Fig. 1: run 1, signal wires by layer
The bar under the picture is 20 µm long.
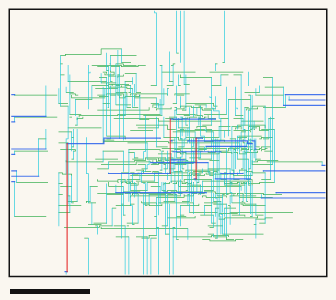
Fig. 2: run 1, congestion heat map
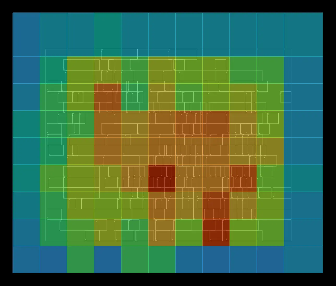
Fig. 3: run 1, logic cells by family
The bar under the picture is 20 µm long.
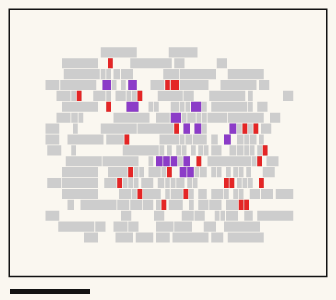
===== src/rtl/pipe_hazard_if.sv =====
// Decode/execute hazard-control bundle between the issue stage and the
// hazard controller. The master side drives the decoding instruction and
// the branch-resolve pulse. The slave side (the controller) returns the
// handshake, the forwarding selects and the stall/flush indications.
interface pipe_hazard_if #(
    parameter int REG_AW  = 5,
    parameter int NUM_FWD = 3
);
    localparam int FW = $clog2(NUM_FWD + 1);

    logic              id_valid;
    logic              id_ready;
    logic [REG_AW-1:0] id_rs;
    logic [REG_AW-1:0] id_rt;
    logic              id_rs_use;
    logic              id_rt_use;
    logic              id_wr_en;
    logic [REG_AW-1:0] id_wr_addr;
    logic              id_is_load;
    logic              ex_br_taken;
    logic [FW-1:0]     fwd_a_sel;
    logic [FW-1:0]     fwd_b_sel;
    logic              stall;
    logic              flush;

    modport master (
        output id_valid, id_rs, id_rt, id_rs_use, id_rt_use,
               id_wr_en, id_wr_addr, id_is_load, ex_br_taken,
        input  id_ready, fwd_a_sel, fwd_b_sel, stall, flush
    );

    modport slave (
        input  id_valid, id_rs, id_rt, id_rs_use, id_rt_use,
               id_wr_en, id_wr_addr, id_is_load, ex_br_taken,
        output id_ready, fwd_a_sel, fwd_b_sel, stall, flush
    );
endinterface


===== src/rtl/pipe_hazard_ctrl.sv =====
// Pipeline hazard controller: tracks pending register writes in a tag pipe,
// selects forwarding sources, stalls on load-use and flushes on taken
// branches for BR_FLUSH cycles.
// Optional: define HAZ_STATS_EN to add saturating stall/flush statistics.
module pipe_hazard_ctrl #(
    parameter int REG_AW     = 5,
    parameter int NUM_FWD    = 3,
    parameter int LOAD_STAGE = 2,
    parameter int BR_FLUSH   = 2
) (
    input  logic        clk,
    input  logic        rst_n,
    pipe_hazard_if.slave hz
`ifdef HAZ_STATS_EN
    ,
    output logic [15:0] stat_stall,
    output logic [15:0] stat_flush
`endif
);
    localparam int FW = $clog2(NUM_FWD + 1);

    typedef enum logic [0:0] {
        ST_RUN   = 1'b0,
        ST_FLUSH = 1'b1
    } state_t;

    state_t            state_q, state_d;
    logic [3:0]        cnt_q, cnt_d;

    logic [NUM_FWD:1]  tag_vld_q;
    logic [NUM_FWD:1]  tag_ld_q;
    logic [REG_AW-1:0] tag_addr_q [1:NUM_FWD];

    logic [FW-1:0]     fwd_a_q, fwd_b_q;
    logic [FW-1:0]     sel_a_s, sel_b_s;
    logic              ld_a_s, ld_b_s;
    logic              hazard_s, flush_s, stall_s, issue_s;

    // Nearest-producer search: scan from the oldest stage to the youngest so
    // that the lowest-numbered matching stage is the one that sticks.
    always_comb begin
        sel_a_s = '0;
        sel_b_s = '0;
        ld_a_s  = 1'b0;
        ld_b_s  = 1'b0;
        for (int k = NUM_FWD; k >= 1; k--) begin
            if (hz.id_rs_use && (hz.id_rs != '0) && tag_vld_q[k] &&
                (tag_addr_q[k] == hz.id_rs)) begin
                sel_a_s = FW'(k);
                ld_a_s  = tag_ld_q[k] && (k < LOAD_STAGE);
            end else begin
                sel_a_s = sel_a_s;
                ld_a_s  = ld_a_s;
            end
            if (hz.id_rt_use && (hz.id_rt != '0) && tag_vld_q[k] &&
                (tag_addr_q[k] == hz.id_rt)) begin
                sel_b_s = FW'(k);
                ld_b_s  = tag_ld_q[k] && (k < LOAD_STAGE);
            end else begin
                sel_b_s = sel_b_s;
                ld_b_s  = ld_b_s;
            end
        end
    end

    // A taken branch this cycle outranks a load-use stall: the decoding
    // instruction is on the wrong path and is discarded anyway.
    assign flush_s  = (state_q == ST_FLUSH);
    assign hazard_s = hz.id_valid & (ld_a_s | ld_b_s);
    assign stall_s  = hazard_s & ~flush_s & ~hz.ex_br_taken;
    assign issue_s  = hz.id_valid & ~stall_s & ~flush_s;

    assign hz.stall     = stall_s;
    assign hz.flush     = flush_s;
    assign hz.id_ready  = ~stall_s & ~flush_s;
    assign hz.fwd_a_sel = fwd_a_q;
    assign hz.fwd_b_sel = fwd_b_q;

    // Flush FSM next state: a branch (re)arms the counter, otherwise FLUSH
    // counts down to zero and then returns to RUN.
    always_comb begin
        state_d = state_q;
        cnt_d   = cnt_q;
        case (state_q)
            ST_RUN: begin
                if (hz.ex_br_taken) begin
                    state_d = ST_FLUSH;
                    cnt_d   = 4'(BR_FLUSH - 1);
                end else begin
                    state_d = ST_RUN;
                end
            end
            ST_FLUSH: begin
                if (hz.ex_br_taken) begin
                    cnt_d = 4'(BR_FLUSH - 1);
                end else if (cnt_q == 4'd0) begin
                    state_d = ST_RUN;
                end else begin
                    cnt_d = cnt_q - 4'd1;
                end
            end
            default: begin
                state_d = ST_RUN;
                cnt_d   = 4'd0;
            end
        endcase
    end

    // Flush FSM state and counter registers.
    always_ff @(posedge clk or negedge rst_n) begin
        if (!rst_n) begin
            state_q <= ST_RUN;
            cnt_q   <= 4'd0;
        end else begin
            state_q <= state_d;
            cnt_q   <= cnt_d;
        end
    end

    // Tag pipe shift; the entry in the last stage falls off (now in the
    // register file). An instruction issued alongside a taken branch is
    // wrong-path, so it enters as a bubble.
    always_ff @(posedge clk or negedge rst_n) begin
        if (!rst_n) begin
            tag_vld_q <= '0;
            tag_ld_q  <= '0;
            for (int k = 1; k <= NUM_FWD; k++) begin
                tag_addr_q[k] <= '0;
            end
        end else begin
            for (int k = 2; k <= NUM_FWD; k++) begin
                tag_vld_q[k]  <= tag_vld_q[k-1];
                tag_ld_q[k]   <= tag_ld_q[k-1];
                tag_addr_q[k] <= tag_addr_q[k-1];
            end
            tag_vld_q[1]  <= issue_s & ~hz.ex_br_taken & hz.id_wr_en &
                             (hz.id_wr_addr != '0);
            tag_ld_q[1]   <= hz.id_is_load;
            tag_addr_q[1] <= hz.id_wr_addr;
        end
    end

    // Forwarding selects for the instruction entering EX; zero on no issue.
    always_ff @(posedge clk or negedge rst_n) begin
        if (!rst_n) begin
            fwd_a_q <= '0;
            fwd_b_q <= '0;
        end else if (issue_s) begin
            fwd_a_q <= sel_a_s;
            fwd_b_q <= sel_b_s;
        end else begin
            fwd_a_q <= '0;
            fwd_b_q <= '0;
        end
    end

`ifdef HAZ_STATS_EN
    logic [15:0] stat_stall_q, stat_flush_q;

    assign stat_stall = stat_stall_q;
    assign stat_flush = stat_flush_q;

    // Saturating event counters: stall cycles and RUN->FLUSH entries.
    always_ff @(posedge clk or negedge rst_n) begin
        if (!rst_n) begin
            stat_stall_q <= 16'd0;
            stat_flush_q <= 16'd0;
        end else begin
            if (stall_s && (stat_stall_q != 16'hFFFF)) begin
                stat_stall_q <= stat_stall_q + 16'd1;
            end else begin
                stat_stall_q <= stat_stall_q;
            end
            if ((state_q == ST_RUN) && hz.ex_br_taken &&
                (stat_flush_q != 16'hFFFF)) begin
                stat_flush_q <= stat_flush_q + 16'd1;
            end else begin
                stat_flush_q <= stat_flush_q;
            end
        end
    end
`endif

endmodule


===== src/flat_wrapper.sv =====
// flat-port wrapper written by rule: the top's interface ports become plain ports
module pipe_hazard_ctrl_flat 
#(
    parameter int REG_AW     = 5,
    parameter int NUM_FWD    = 3,
    parameter int LOAD_STAGE = 2,
    parameter int BR_FLUSH   = 2
)
  (clk, rst_n, hz_id_valid, hz_id_rs, hz_id_rt, hz_id_rs_use, hz_id_rt_use, hz_id_wr_en, hz_id_wr_addr, hz_id_is_load, hz_ex_br_taken, hz_id_ready, hz_fwd_a_sel, hz_fwd_b_sel, hz_stall, hz_flush);
  pipe_hazard_if #(.REG_AW(REG_AW), .NUM_FWD(NUM_FWD)) hz_i ();
  input  logic clk;
  input  logic rst_n;
  input wire logic [$bits(hz_i.id_valid)-1:0] hz_id_valid;
  input wire logic [$bits(hz_i.id_rs)-1:0] hz_id_rs;
  input wire logic [$bits(hz_i.id_rt)-1:0] hz_id_rt;
  input wire logic [$bits(hz_i.id_rs_use)-1:0] hz_id_rs_use;
  input wire logic [$bits(hz_i.id_rt_use)-1:0] hz_id_rt_use;
  input wire logic [$bits(hz_i.id_wr_en)-1:0] hz_id_wr_en;
  input wire logic [$bits(hz_i.id_wr_addr)-1:0] hz_id_wr_addr;
  input wire logic [$bits(hz_i.id_is_load)-1:0] hz_id_is_load;
  input wire logic [$bits(hz_i.ex_br_taken)-1:0] hz_ex_br_taken;
  output wire logic [$bits(hz_i.id_ready)-1:0] hz_id_ready;
  output wire logic [$bits(hz_i.fwd_a_sel)-1:0] hz_fwd_a_sel;
  output wire logic [$bits(hz_i.fwd_b_sel)-1:0] hz_fwd_b_sel;
  output wire logic [$bits(hz_i.stall)-1:0] hz_stall;
  output wire logic [$bits(hz_i.flush)-1:0] hz_flush;
  assign hz_i.id_valid = hz_id_valid;
  assign hz_i.id_rs = hz_id_rs;
  assign hz_i.id_rt = hz_id_rt;
  assign hz_i.id_rs_use = hz_id_rs_use;
  assign hz_i.id_rt_use = hz_id_rt_use;
  assign hz_i.id_wr_en = hz_id_wr_en;
  assign hz_i.id_wr_addr = hz_id_wr_addr;
  assign hz_i.id_is_load = hz_id_is_load;
  assign hz_i.ex_br_taken = hz_ex_br_taken;
  assign hz_id_ready = hz_i.id_ready;
  assign hz_fwd_a_sel = hz_i.fwd_a_sel;
  assign hz_fwd_b_sel = hz_i.fwd_b_sel;
  assign hz_stall = hz_i.stall;
  assign hz_flush = hz_i.flush;
  pipe_hazard_ctrl #(.REG_AW(REG_AW), .NUM_FWD(NUM_FWD), .LOAD_STAGE(LOAD_STAGE), .BR_FLUSH(BR_FLUSH)) u_core (.clk(clk), .rst_n(rst_n), .hz(hz_i));
endmodule

===== config.mk =====
export PLATFORM = sky130hd
export DESIGN_NAME = pipe_hazard_ctrl_flat
export DESIGN_NICKNAME = d
export VERILOG_FILES = /design/src/rtl/pipe_hazard_if.sv /design/src/rtl/pipe_hazard_ctrl.sv /design/src/flat_wrapper.sv
export SDC_FILE = /design/constraint.sdc
export NUM_CORES = 1
export LEC_CHECK = 0
export ABC_AREA = 1
export CAP_MARGIN = 20
export CORE_ASPECT_RATIO = 0.8
export CORE_MARGIN = 8
export CORE_UTILIZATION = 45
export DETAILED_ROUTE_END_ITERATION = 7
export HOLD_SLACK_MARGIN = 0.1
export PLACE_DENSITY = 0.72
export SYNTH_ARGS = -nofsm -noshare
export SYNTH_HDL_FRONTEND = slang
export SYNTH_SLANG_ARGS = --single-unit
export TNS_END_PERCENT = 100

===== constraint.sdc =====
create_clock -name clk -period 2.05 [get_ports clk]
set_input_delay 0.3075 -clock clk [delete_from_list [all_inputs] [get_ports clk]]
set_output_delay 0.3075 -clock clk [all_outputs]
set_load 0.1 [all_outputs]

==> Table 3: Implementation characteristics, run 1 <==
Physical design parameters

Parameter                              Value

Status
  Run status    complete, no violations

Drt
  Post-Route M1 WL    around 1500 µm
  Avg Vias per Cell    ~4.9
  Remaining antenna violation count after routing    0

Final timing
  Post-layout period usage    0.957
  Pins Over Slew Limit    0
  Tmin final    1.96 ns
  Hold WS    between 0.3 and 0.4 ns
  Fin Setup TNS    0 ns
  Maximum clock frequency    between 500 and 600 MHz
  RSZ-0062 raised after global routing    false

Critical path
  Maximum single-stage delay on the critical path    0.51 ns
  R2r endpoint    u_core.cnt_q[2]
  Path type of the worst setup path    primary input to primary output
  Worst Setup End Kind    primary output
  Worst reg-to-reg path cell count    7

Cells and area
  P&R area growth vs syn    37.7%
  Fill cell instance count of the final layout    approximately 260
  Share of final layout cell area taken by clock buffers and inverters    0.0364
  Fraction of layout cells with a size suffix above 1    0.191
  Sequential share of cell area    0.359

Logic synthesis
  Most common library cells after synthesis    sky130_fd_sc_hd__nand2_1, sky130_fd_sc_hd__dfrtp_1, sky130_fd_sc_hd__nor2_1
  Dominant kind of combinational cell    simple AND/OR/NAND/NOR gates
  Most common cell in the netlist    sky130_fd_sc_hd__nand2_1
  Post-synth tally of flip-flops with integrated enable    0
  Syn nets    between 150 and 200
  Area share of xor/xnor cells in the synthesized design    0.0983
  Total standard cell area after synthesis    ~1400 µm²

Placed design
  Cell area after placement    roughly 1900 µm²
  Total half-perimeter wirelength after legalization and detailed placement    roughly 2700 µm

Hold path
  Worst Min Path Start    u_core.tag_vld_q[2]

Die
  Die area    between 5000 and 6000 µm²
  Number of tap cells inserted    approximately 40
  Core Rows    18
  Height of the die    about 66 µm

Flow run
  Number of warnings in the stage logs    26

Power
  Maximum vdd ir drop    roughly 530 µV
  PwrDens    835 nW/µm²
Back to the opening pictures, Fig. 1:
legend:
  met4:
    color: red
    wire_length: 55.8 µm
  met3:
    color: blue
    wire_length: 251 µm
  met2:
    color: cyan
    wire_length: 1530 µm
  met1:
    color: green
    wire_length: 1480 µm

Back to the opening pictures, Fig. 2:
busiest layer in global routing: met2
met1 track utilization from global routing: 0.171
utilization of the core after routing: 0.641
overall routing resource usage: 0.138

Back to the opening pictures, Fig. 3:
legend:
  inverters:
    color: red
    cells: 24
  inverting AOI/OAI gates:
    color: purple
    cells: 15
    where: center

-- run 1: how the worst max path moves through the flow --
stage | slack (ns) | to | depth (start not counted)
floorplan | 0.04 | hz_id_ready | 6
global placement | -0.004 | hz_id_ready | 11
detailed placement | -0.02 | hz_id_ready | 11
CTS | 0.02 | hz_id_ready | 11
global route | 0.003 | hz_id_ready | 11
finish | 0.09 | hz_id_ready | 11
-- run 1: flip-flops by register name, indices dropped and copies added (netlist names) --
name and cells:
u_core.tag_addr_q 15, u_core.cnt_q 4, u_core.tag_vld_q 3, u_core.hz.fwd_a_sel 2, u_core.hz.fwd_b_sel 2, u_core.hz.flush 1
u_core.tag_ld_q 1
-- run 1: power by group --
group	internal (mW)	leakage [nW]	switching, mW
clock	0.262	0.0357	0.169
sequential	0.622	0.344	0.0556
combinational	0.204	0.590	0.327
Fig. 4: run 1, sequential cells grouped by signal name
The bar under the picture is 20 µm long. Other sequential cells in the stronger gray, the rest of the logic in the fainter gray.
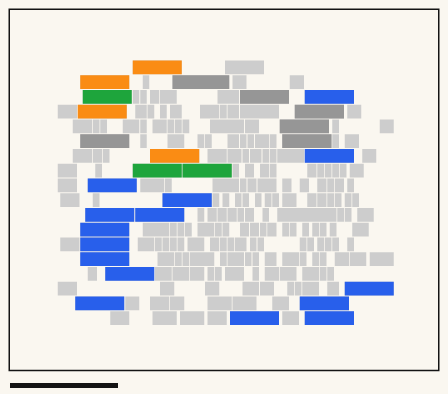

==> run 2: changes to the inputs <==
--- a/config.mk
+++ b/config.mk
@@ -13,2 +13,3 @@
 export DETAILED_ROUTE_END_ITERATION = 7
+export GPL_ROUTABILITY_DRIVEN = 1
 export HOLD_SLACK_MARGIN = 0.1
--- a/constraint.sdc
+++ b/constraint.sdc
@@ -3,2 +3,2 @@
 set_output_delay 0.3075 -clock clk [all_outputs]
-set_load 0.1 [all_outputs]
+set_load 0.05 [all_outputs]
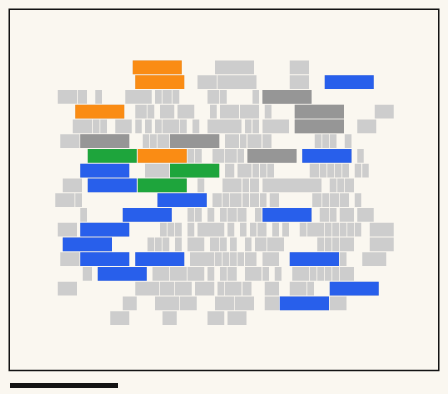
Fig. 5. Sequential cells grouped by signal name (run 2).
The bar under the picture is 20 µm long. Other sequential cells in the stronger gray, the rest of the logic in the fainter gray.
legend:
  `u_core.tag_vld_q`:
    color: green
    sequential_cells: 3
  `u_core.cnt_q`:
    color: orange
    sequential_cells: 4
  `u_core.tag_addr_q`:
    color: blue
    sequential_cells: 15
not colored: 6

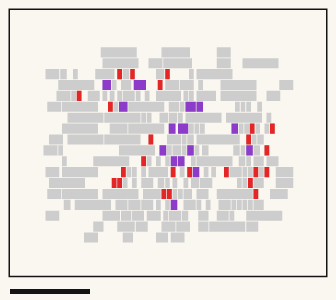
Fig. 6. Logic cells by family (run 2).
The bar under the picture is 20 µm long.
legend:
  inverters:
    color: red
    cells: 24
  inverting AOI/OAI gates:
    color: purple
    cells: 15
    where: center

==> run 2 against run 1 <==
Net effect: fmax is 0.11% higher; combinational power is 11% lower; cell count decreased by 1.2%; critical path depth is 2 lower; clock power grew 0.9%; routed wire length up 4.2%; register-to-register slack barely moved; highest routed layer unchanged.
==> Table 3: Implementation characteristics, run 2 <==
Physical design parameters

Parameter                              Value

Cells and area
  Reg with most FFs    u_core.tag_addr_q
  Sequential share of cell area    0.361 (+0.00177)
  Fill cell instance count of the final layout    275 (+7.0%)
  Largest registers    u_core.tag_addr_q: 15 flops, u_core.cnt_q: 4 flops, u_core.tag_vld_q: 3 flops
  Largest register FFs    15 (unchanged)
  Share of final layout cell area taken by clock buffers and inverters    0.0367 (+0.000375)
  Clock buffer cells    3
  Fraction of layout cells with a size suffix above 1    0.152 (-0.0388)

Logic synthesis
  Syn nets    199 (unchanged)
  Synth warn    0
  Dominant kind of combinational cell    simple AND/OR/NAND/NOR gates
  Post-synth tally of flip-flops with integrated enable    0 (unchanged)
  Total standard cell area after synthesis    1430 µm² (unchanged)

Final timing
  Fin Setup TNS    0 ns (unchanged)
  Tmin final    1.96 ns (-0.00218 ns)
  Post-layout period usage    0.956 (-0.00106)
  Maximum clock frequency    510 MHz (+0.11%)
  RSZ-0062 raised after global routing    false
  Hold WS    0.382 ns (-0.0000930 ns)

Drt
  Remaining antenna violation count after routing    0 (unchanged)
  Number of design-rule violations left by the first detailed-router iteration    about 86

Critical path
  Crit path depth    9 (-2)
  Worst Setup End Kind    primary output
  Maximum single-stage delay on the critical path    0.46 ns (-0.05 ns)
  R2r endpoint    u_core.cnt_q[2]
  Path type of the worst setup path    primary input to primary output
  Worst reg-to-reg path cell count    7 (unchanged)

Die
  Die area    5230 µm² (unchanged)
  Height of the die    66.3 µm (unchanged)
  Number of tap cells inserted    40 (unchanged)
  Core Rows    18 (unchanged)

Power
  PwrDens    813 nW/µm² (-2.7%)

Flow run
  Number of warnings in the stage logs    26 (unchanged)

Hold path
  Worst Min Path Start    u_core.tag_vld_q[2]

Status
  Run status    complete, no violations

Placed design
  Total half-perimeter wirelength after legalization and detailed placement    2850 µm (+3.8%)
  Cell area after placement    1860 µm² (-1.1%)
  Count of port buffers added during placement    29

Global routing
  Overall routing resource usage    0.141 (+0.00366)
[run 2: cell counts after synthesis]
Identical to the previous run, type by type.
[run 2: what timing repair did]
action / 4_1_cts / 5_1_grt
pin swaps: 0 / 1
setup endpoints to repair: 2 / 2
gates resized: 2 / 7
[run 2: layer usage]
layer  global-route usage  vias up  share of wire
met5                    0        -              0
met1                0.165      601           0.42
met3               0.0367        8          0.072
met4               0.0599        0          0.014
li1                     -      630              -
met2                0.241       51           0.49
[run 2: where the power goes]
part | switching (mW) | total (mW) | internal, mW
Combinational | 0.271 | 0.474 | 0.203
Clock | 0.172 | 0.434 | 0.262
Sequential | 0.0538 | 0.670 | 0.617
Power is estimated from default activity; no workload was simulated.
